Run 1, I/O pins on the die edge:
Scale: 3 px per um. Pins as bars across the die edge, other pins in gray.
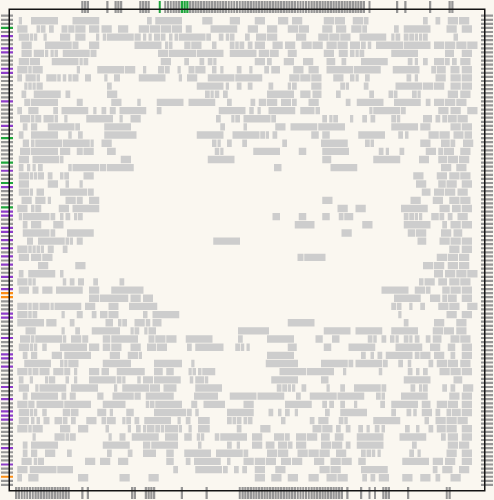
Run 1, selected gate families:
Scale: 3 px per um.
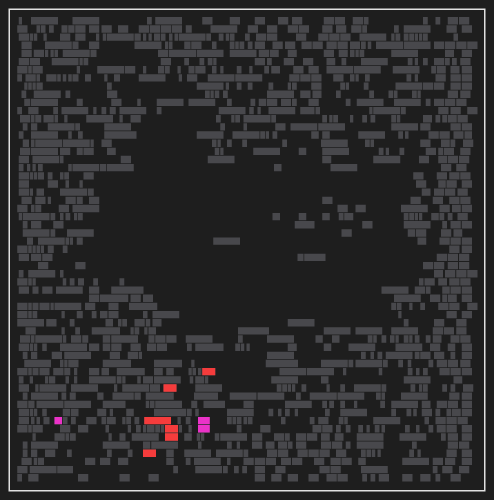
Run 1, cell outlines without signal wires:
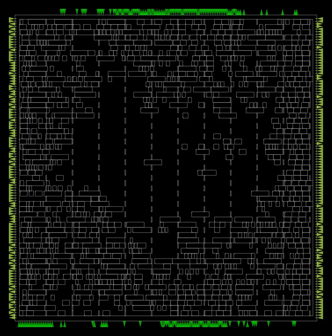
[config.mk]
export PLATFORM = sky130hd
export DESIGN_NAME = sram_bank_ctrl
export DESIGN_NICKNAME = d
export VERILOG_FILES = /design/src/rtl/sram_ctrl_pkg.sv /design/src/rtl/sram_rr_arbiter.sv /design/src/rtl/sram_bank_ctrl.sv
export SDC_FILE = /design/constraint.sdc
export NUM_CORES = 1
export LEC_CHECK = 0
export CAP_MARGIN = 15
export CORE_AREA = 2 2 156 158
export DETAILED_ROUTE_END_ITERATION = 8
export DIE_AREA = 0 0 158 160
export PLACE_DENSITY = 0.66
export RECOVER_POWER = 100
export SYNTH_ARGS = -nofsm -noshare
export SYNTH_HDL_FRONTEND = slang
export SYNTH_SLANG_ARGS = --single-unit
[constraint.sdc]
create_clock -name wb_clk_i -period 2.19 [get_ports wb_clk_i]
set_input_delay 0.3285 -clock wb_clk_i [delete_from_list [all_inputs] [get_ports wb_clk_i]]
set_output_delay 0.3285 -clock wb_clk_i [all_outputs]
set_load 0.1 [all_outputs]
[src/rtl/sram_ctrl_pkg.sv]
// rtl/sram_ctrl_pkg.sv - shared types and constants for the SRAM bank controller
package sram_ctrl_pkg;

  typedef enum logic [1:0] {IDLE, ISSUE, WAIT, DONE} state_t;
  typedef enum logic {OWN_WB, OWN_B} owner_t;

  localparam int          BANK_W        = 3;
  localparam logic [31:0] RDATA_INVALID = 32'h0;

endpackage

[src/rtl/sram_rr_arbiter.sv]
// rtl/sram_rr_arbiter.sv - two-way round-robin arbiter (index 0 = WB, index 1 = B)
module sram_rr_arbiter (
  input  logic       clk,
  input  logic       rst_n,
  input  logic [1:0] req,
  input  logic       advance,
  output logic [1:0] gnt
);

  // last_b: B owned the previously completed access; cur_b: owner of the access in flight
  logic last_b;
  logic cur_b;

  // On a tie the requester that did not win last time gets the grant
  always_comb begin
    gnt = req;
    if (req == 2'b11) gnt = last_b ? 2'b01 : 2'b10;
  end

  // Remember the winner at grant time, commit it as last_grant when the access completes
  always_ff @(posedge clk or negedge rst_n) begin
    if (!rst_n) begin
      last_b <= 1'b1;
      cur_b  <= 1'b0;
    end else begin
      if (gnt != 2'b00) cur_b <= gnt[1];
      if (advance) last_b <= cur_b;
    end
  end

endmodule

[src/rtl/sram_bank_ctrl.sv]
// rtl/sram_bank_ctrl.sv - arbitrated, fixed-latency sequencer for port 0 of the SRAM banks
module sram_bank_ctrl
  import sram_ctrl_pkg::*;
#(
  parameter int NUM_BANKS = 5,
  parameter int ADDR_W    = 9,
  parameter int DATA_W    = 32,
  parameter int READ_LAT  = 1
) (
  input  logic                        wb_clk_i,
  input  logic                        wb_rst_ni,
  input  logic                        wbs_stb_i,
  input  logic                        wbs_cyc_i,
  input  logic                        wbs_we_i,
  input  logic [3:0]                  wbs_sel_i,
  input  logic [31:0]                 wbs_adr_i,
  input  logic [31:0]                 wbs_dat_i,
  output logic                        wbs_ack_o,
  output logic [31:0]                 wbs_dat_o,
  input  logic                        req_valid_i,
  output logic                        req_ready_o,
  input  logic                        req_we_i,
  input  logic [BANK_W-1:0]           req_bank_i,
  input  logic [ADDR_W-1:0]           req_addr_i,
  input  logic [DATA_W/8-1:0]         req_wmask_i,
  input  logic [DATA_W-1:0]           req_wdata_i,
  output logic                        rsp_valid_o,
  output logic [DATA_W-1:0]           rsp_rdata_o,
  output logic [NUM_BANKS-1:0]        sram_csb0_o,
  output logic                        sram_web0_o,
  output logic [DATA_W/8-1:0]         sram_wmask0_o,
  output logic [ADDR_W-1:0]           sram_addr0_o,
  output logic [DATA_W-1:0]           sram_din0_o,
  input  logic [NUM_BANKS*DATA_W-1:0] sram_dout0_i
);

  localparam int MASK_W = DATA_W / 8;

  state_t            state;
  owner_t            owner;
  logic [BANK_W-1:0] bank_q;
  logic              we_q;
  logic [1:0]        wait_cnt;
  logic [1:0]        req;
  logic [1:0]        gnt;
  logic              idle;
  logic [DATA_W-1:0] rd_word;
  logic              unused_adr_bits;

  assign unused_adr_bits = ^{wbs_adr_i[31:14], wbs_adr_i[1:0]};

  // Arbitration only happens while idle; everything else is locked out mid-access
  assign idle        = (state == IDLE);
  assign req         = {req_valid_i & idle, wbs_cyc_i & wbs_stb_i & idle};
  assign req_ready_o = wb_rst_ni & idle & gnt[1];

  sram_rr_arbiter u_arb (
    .clk     (wb_clk_i),
    .rst_n   (wb_rst_ni),
    .req     (req),
    .advance (state == DONE),
    .gnt     (gnt)
  );

  // One active-low select per bank; an out-of-range bank selects nothing
  function automatic logic [NUM_BANKS-1:0] csb_decode(input logic [BANK_W-1:0] bank);
    logic [NUM_BANKS-1:0] csb;
    for (int k = 0; k < NUM_BANKS; k++) csb[k] = (bank != BANK_W'(k));
    return csb;
  endfunction

  // Pick the addressed bank's read data; invalid banks read as a fixed constant
  always_comb begin
    rd_word = DATA_W'(RDATA_INVALID);
    for (int k = 0; k < NUM_BANKS; k++) begin
      if (bank_q == BANK_W'(k)) rd_word = sram_dout0_i[k*DATA_W +: DATA_W];
    end
  end

  // Access sequencer: grant, issue one select cycle, wait out read latency, complete
  always_ff @(posedge wb_clk_i or negedge wb_rst_ni) begin
    if (!wb_rst_ni) begin
      state         <= IDLE;
      owner         <= OWN_WB;
      bank_q        <= '0;
      we_q          <= 1'b0;
      wait_cnt      <= '0;
      sram_csb0_o   <= '1;
      sram_web0_o   <= 1'b1;
      sram_wmask0_o <= '0;
      sram_addr0_o  <= '0;
      sram_din0_o   <= '0;
      wbs_ack_o     <= 1'b0;
      wbs_dat_o     <= '0;
      rsp_valid_o   <= 1'b0;
      rsp_rdata_o   <= '0;
    end else begin
      wbs_ack_o   <= 1'b0;
      rsp_valid_o <= 1'b0;
      case (state)
        IDLE: begin
          if (gnt[0]) begin
            owner         <= OWN_WB;
            bank_q        <= wbs_adr_i[13:11];
            we_q          <= wbs_we_i;
            sram_addr0_o  <= wbs_adr_i[2 +: ADDR_W];
            sram_wmask0_o <= MASK_W'(wbs_sel_i);
            sram_din0_o   <= DATA_W'(wbs_dat_i);
            sram_csb0_o   <= csb_decode(wbs_adr_i[13:11]);
            sram_web0_o   <= ~wbs_we_i;
            state         <= ISSUE;
          end else if (gnt[1]) begin
            owner         <= OWN_B;
            bank_q        <= req_bank_i;
            we_q          <= req_we_i;
            sram_addr0_o  <= req_addr_i;
            sram_wmask0_o <= req_wmask_i;
            sram_din0_o   <= req_wdata_i;
            sram_csb0_o   <= csb_decode(req_bank_i);
            sram_web0_o   <= ~req_we_i;
            state         <= ISSUE;
          end
        end
        ISSUE: begin
          sram_csb0_o <= '1;
          sram_web0_o <= 1'b1;
          wait_cnt    <= '0;
          if (we_q) begin
            wbs_ack_o   <= (owner == OWN_WB);
            rsp_valid_o <= (owner == OWN_B);
            state       <= DONE;
          end else begin
            state <= WAIT;
          end
        end
        WAIT: begin
          if (wait_cnt == 2'(READ_LAT - 1)) begin
            wbs_ack_o   <= (owner == OWN_WB);
            rsp_valid_o <= (owner == OWN_B);
            wbs_dat_o   <= (owner == OWN_WB) ? 32'(rd_word) : 32'h0;
            rsp_rdata_o <= (owner == OWN_B) ? rd_word : '0;
            state       <= DONE;
          end else begin
            wait_cnt <= wait_cnt + 2'd1;
          end
        end
        DONE: begin
          wbs_dat_o   <= '0;
          rsp_rdata_o <= '0;
          state       <= IDLE;
        end
        default: state <= IDLE;
      endcase
    end
  end

endmodule
==> run_results.csv, run 1 <==
group,metric,value,unit
grt,grt_max_degree,77,
power_and_ir_drop,p_switching,11.2,mW
clock_network,root_buffer,"clkbuf_16",
synthesis,flop_cell,"dfrtp_1",
run,cap_viol_max_count,0,
hold_path,hold_end,"wbs_ack_o$_DFF_PN0_",
synthesis,synthMuxAreaShare,11.7,%
synthesis,top_cells_by_count,"dfrtp_1, nor2_1, mux2i_1, nand2_1, o21ai_1",
synthesis,yosysWarnings,0,
worst_setup_path,max_stage_delay,0.41,ns
worst_setup_path,critPathLaunchType,"register",
power_and_ir_drop,finalPower,19.1,mW
routing,dr.pass1.iters,4,
clock_network,postCtsHoldBufs,1,
outcome,outcome,"completed",
synthesis,synth_flops,128,
die,n_tap_cell,324,
layout,fin_area,10600,um^2
synthesis,edf_count,0,
placed_design,gp_congestion,0.749,
final_timing,final.setup.tns,0,ns
power_and_ir_drop,peakVddDrop,1420,uV
worst_setup_path,r2r_slack,0.22,ns
-- 'I/O pins on the die edge' (at the start) --
| port | color | pins | direction | edge |
|---|---|---|---|---|
| `req_wdata_i` | purple | 32 | input | west |
| `req_addr_i` | green | 9 | input | 5 west, 4 north |
| `req_bank_i` | orange | 3 | input | west |
all pins by edge: 116 west, 116 east, 91 north, 78 south
die width: 158 um
Die Span Y: 160 um
Port Buffers: 380

-- 'selected gate families' (at the start) --
| family | color | cells | most used |
|---|---|---|---|
| fa/ha/maj cells | red | 6 | ha_1 |
| and/or cells | magenta | 3 | or3_4 |
Non-Filler Instances: 1372
Comb/total area: 26.9%
Commonest Layout Cell: clkdlybuf4s50_1

-- 'cell outlines without signal wires' (at the start) --
Layout Utilization: 44.6%
Fillers: 2390
sequential share of cell area: 30.3%

[run 1: state kept, by name, indices dropped and copies added, names as in the netlist, 2 cells and up]
signal	flops
rsp_rdata_o	32
sram_din0_o	32
wbs_dat_o	32
sram_addr0_o	9
sram_csb0_o	5
sram_wmask0_o	4
bank_q	3
state	2
wait_cnt	2
[run 1: power groups by stage]
stage | clock network [mW] | registers (mW) | logic, mW
2_1_floorplan | 0 | 10.0 | 3.39
3_3_place_gp | 0 | 4.02 | 12.6
3_5_place_dp | 0 | 4.05 | 12.7
4_1_cts | 3.13 | 4.03 | 12.7
5_1_grt | 3.26 | 4.14 | 12.6
6_report | 3.07 | 4.00 | 12.0
Run 1, port wiring:
Scale: 1.5 px per um.
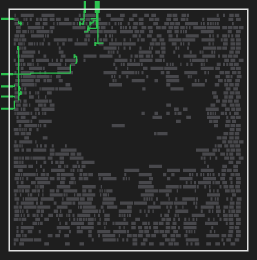

==> run 1 -> run 2 <==
Settings changed: CELL_PAD_IN_SITES_DETAIL_PLACEMENT set to 1, CELL_PAD_IN_SITES_GLOBAL_PLACEMENT set to 1, CORE_AREA 2 2 156 158 to 2 2 179 146, DIE_AREA 0 0 158 160 to 0 0 181 148, PLACE_DENSITY 0.66 to 0.82.
Run 2, port wiring:
Scale: 1.5 px per um.
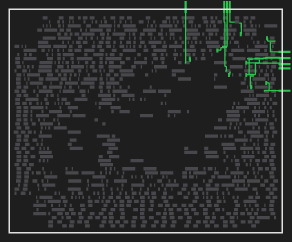
| port | color | bits | direction | end cells | buffers | wire |
|---|---|---|---|---|---|---|
| `req_addr_i` | green | 9 | input | 9 | 9 | 289 um |
IO Count: 401

==> run 2 against run 1 <==
Net effect:
- total power increased by 0.69%
- register-to-register slack worse by 0.06 ns
- synthesized cell count did not move
- setup slack lost 0.054 ns
- sequential share of layout area barely moved
- critical endpoint unchanged
- die size up 6.0%
==> run_results.csv, run 2 <==
group,metric,value,unit
outcome,outcome,"completed",
synthesis,flop_cell,"dfrtp_1",
power_and_ir_drop,power.leakage,4.58,nW
final_timing,final.setup.tns,0,ns
routing,dr.pass1.iters,4,
synthesis,yosysWarnings,0,
layout,seq-cell-share,30.3,%
die,n_tap_cell,324,
synthesis,yosys.area_share.aoi,19.0,%
power_and_ir_drop,peakVddDrop,878,uV
layout,comb_area_share,27.0,%
power_and_ir_drop,finalPower,19.2,mW
synthesis,postSynthSeqShare,50.0,%
layout,lay_top_count,"clkdlybuf4s50_1",
clock_network,numCtsBuffers,17,
placed_design,numPortBuffers,380,
die,die_height,148,um
synthesis,top_cells_by_count,"dfrtp_1, nor2_1, mux2i_1, nand2_1, o21ai_1",
worst_setup_path,endpoint_kind,"primary output",
worst_setup_path,max_stage_delay,0.39,ns
synthesis,edf_count,0,
run,cap_viol_max_count,0,
layout,n_fill_cell,2864,
placed_design,gp_congestion,0.775,
die,die_w,181,um
layout,layout-drive-gt1-share,18.9,%
synthesis,topCombFamilyByArea,"AND-OR/OR-AND gates",
worst_setup_path,r2r_slack,0.16,ns
final_timing,timing.final.ws_setup,0.0500,ns
synthesis,synth_flops,128,
clock_network,root_buffer,"clkbuf_16",
grt,grt_max_degree,65,
worst_setup_path,critPathLaunchType,"register",
layout,final_util,42.6,%
## run 2: path summary, 6_finish.rpt
check                                startpoint                           to  depth (start not counted)
max                        state[1]$_DFFE_PN0P_                  req_ready_o                          6
min                                   wb_rst_ni    wbs_dat_o[10]$_DFFE_PN0P_                          2
max reg2reg                state[1]$_DFFE_PN0P_   rsp_rdata_o[9]$_DFFE_PN0P_                          6
min reg2reg                   owner$_DFFE_PN0P_          wbs_ack_o$_DFF_PN0_                          1
max in group asynchronous             wb_rst_ni  sram_addr0_o[2]$_DFFE_PN0P_                          3
min in group wb_clk_i         owner$_DFFE_PN0P_          wbs_ack_o$_DFF_PN0_                          1
## run 2: power breakdown
group	internal (mW)	leakage, nW	switching, mW
logic	2.68	2.71	9.65
clock network	1.74	0.287	1.17
registers	3.34	1.59	0.607
Run 2, I/O pins on the die edge:
Scale: 2 px per um. Pins as bars across the die edge, other pins in gray.
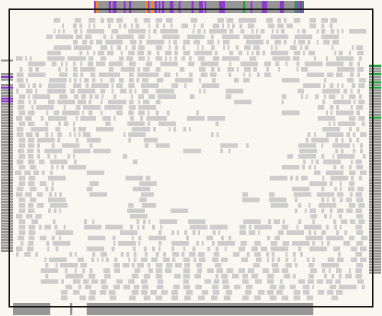

==> run 2 -> run 3 <==
Settings changed: SKIP_CTS_REPAIR_TIMING set to 1, SLEW_MARGIN set to 20.
Run 3, I/O pins on the die edge:
Scale: 2 px per um. Pins as bars across the die edge, other pins in gray.
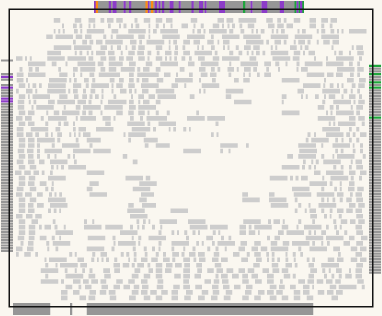
Die Span Y: 148 um
die width: 181 um

==> run 3 against run 2 <==
Net effect:
- setup slack improved by 0.031 ns
- cell count barely moved
- hold slack barely moved
- sequential cell count did not move
- fmax rose by 1.5%
- area after synthesis did not move
- largest cell class unchanged
- clock-buffer cell count did not move
- register-to-register slack barely moved
- synthesized cell count did not move
- critical endpoint unchanged
==> run_results.csv, run 3 <==
group,metric,value,unit
outcome,outcome,"completed",
power_and_ir_drop,p_int,7.75,mW
power_and_ir_drop,p_switching,11.4,mW
die,n_tap_cell,324,
placed_design,numPortBuffers,380,
synthesis,postSynthSeqShare,50.0,%
layout,layout-drive-gt1-share,18.9,%
worst_setup_path,cp-startpoint,"state[0]$_DFFE_PN0P_",
power_and_ir_drop,peakVddDrop,848,uV
power_and_ir_drop,pg_clk,2.90,mW
worst_setup_path,r2r_start,"state[0]$_DFFE_PN0P_",
power_and_ir_drop,switching_share,59.6,%
power_and_ir_drop,top_power_group,"combinational logic",
power_and_ir_drop,power.share.clock,15.1,%
layout,seq-cell-share,30.3,%
die,ios,401,
power_and_ir_drop,powerComb,12.3,mW
synthesis,synth_flops,128,
layout,n_fill_cell,2862,
run,cap_viol_max_count,0,
power_and_ir_drop,power_frac_comb,64.3,%
synthesis,yosysWarnings,0,
-- run 3: stage by stage --
step / hold slack, ns / setup slack (ns) / cells / utilization [%] / setup TNS, ns
floorplan: 0.0329 / 0.110 / 655 / - / 0
global placement: 0.169 / 0.289 / 1327 / 41.0 / 0
detailed placement: 0.169 / 0.223 / 1327 / 41.0 / 0
CTS: -0.287 / -0.212 / 1359 / 43.4 / -0.212
global route: 0.316 / 0.0127 / 1367 / 42.6 / 0
finish: 0.303 / 0.0812 / 1367 / 42.6 / 0
-- run 3: critical path: stages (launching register included) --
cell and delay [ns]:
dfrtp_1 0.40, inv_2 0.11, ha_4 0.19, nand3_1 0.09, a21o_2 0.23, and3_4 0.18, buf_12 0.16

## Gallery

Cells by drive strength.
shot_01.png
Scale: 2 px per um.
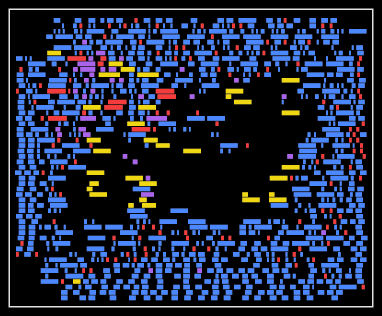
shot_02.png
Scale: 3 px per um.
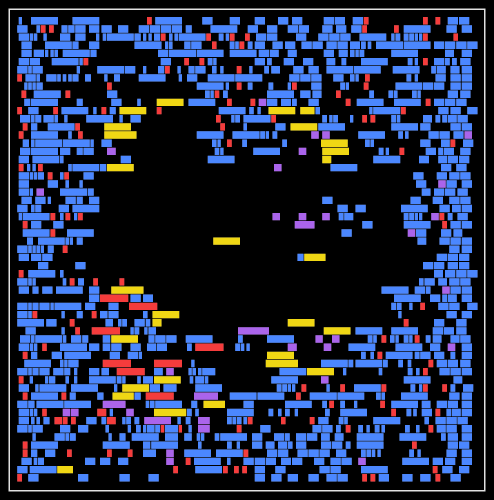
| from | picture |
|---|---|
| run 1 | shot_02.png |
| run 3 | shot_01.png |

Key to shot_01.png:
| size | color | cells | share |
|---|---|---|---|
| x6 and larger | yellow | 34 | 3.3% |
| x3 and x4 | purple | 35 | 3.4% |
| x1 and smaller | blue | 846 | 81% |
| x2 | red | 128 | 12% |

Power figures rest on the tool's default switching activity, not on a simulated workload.
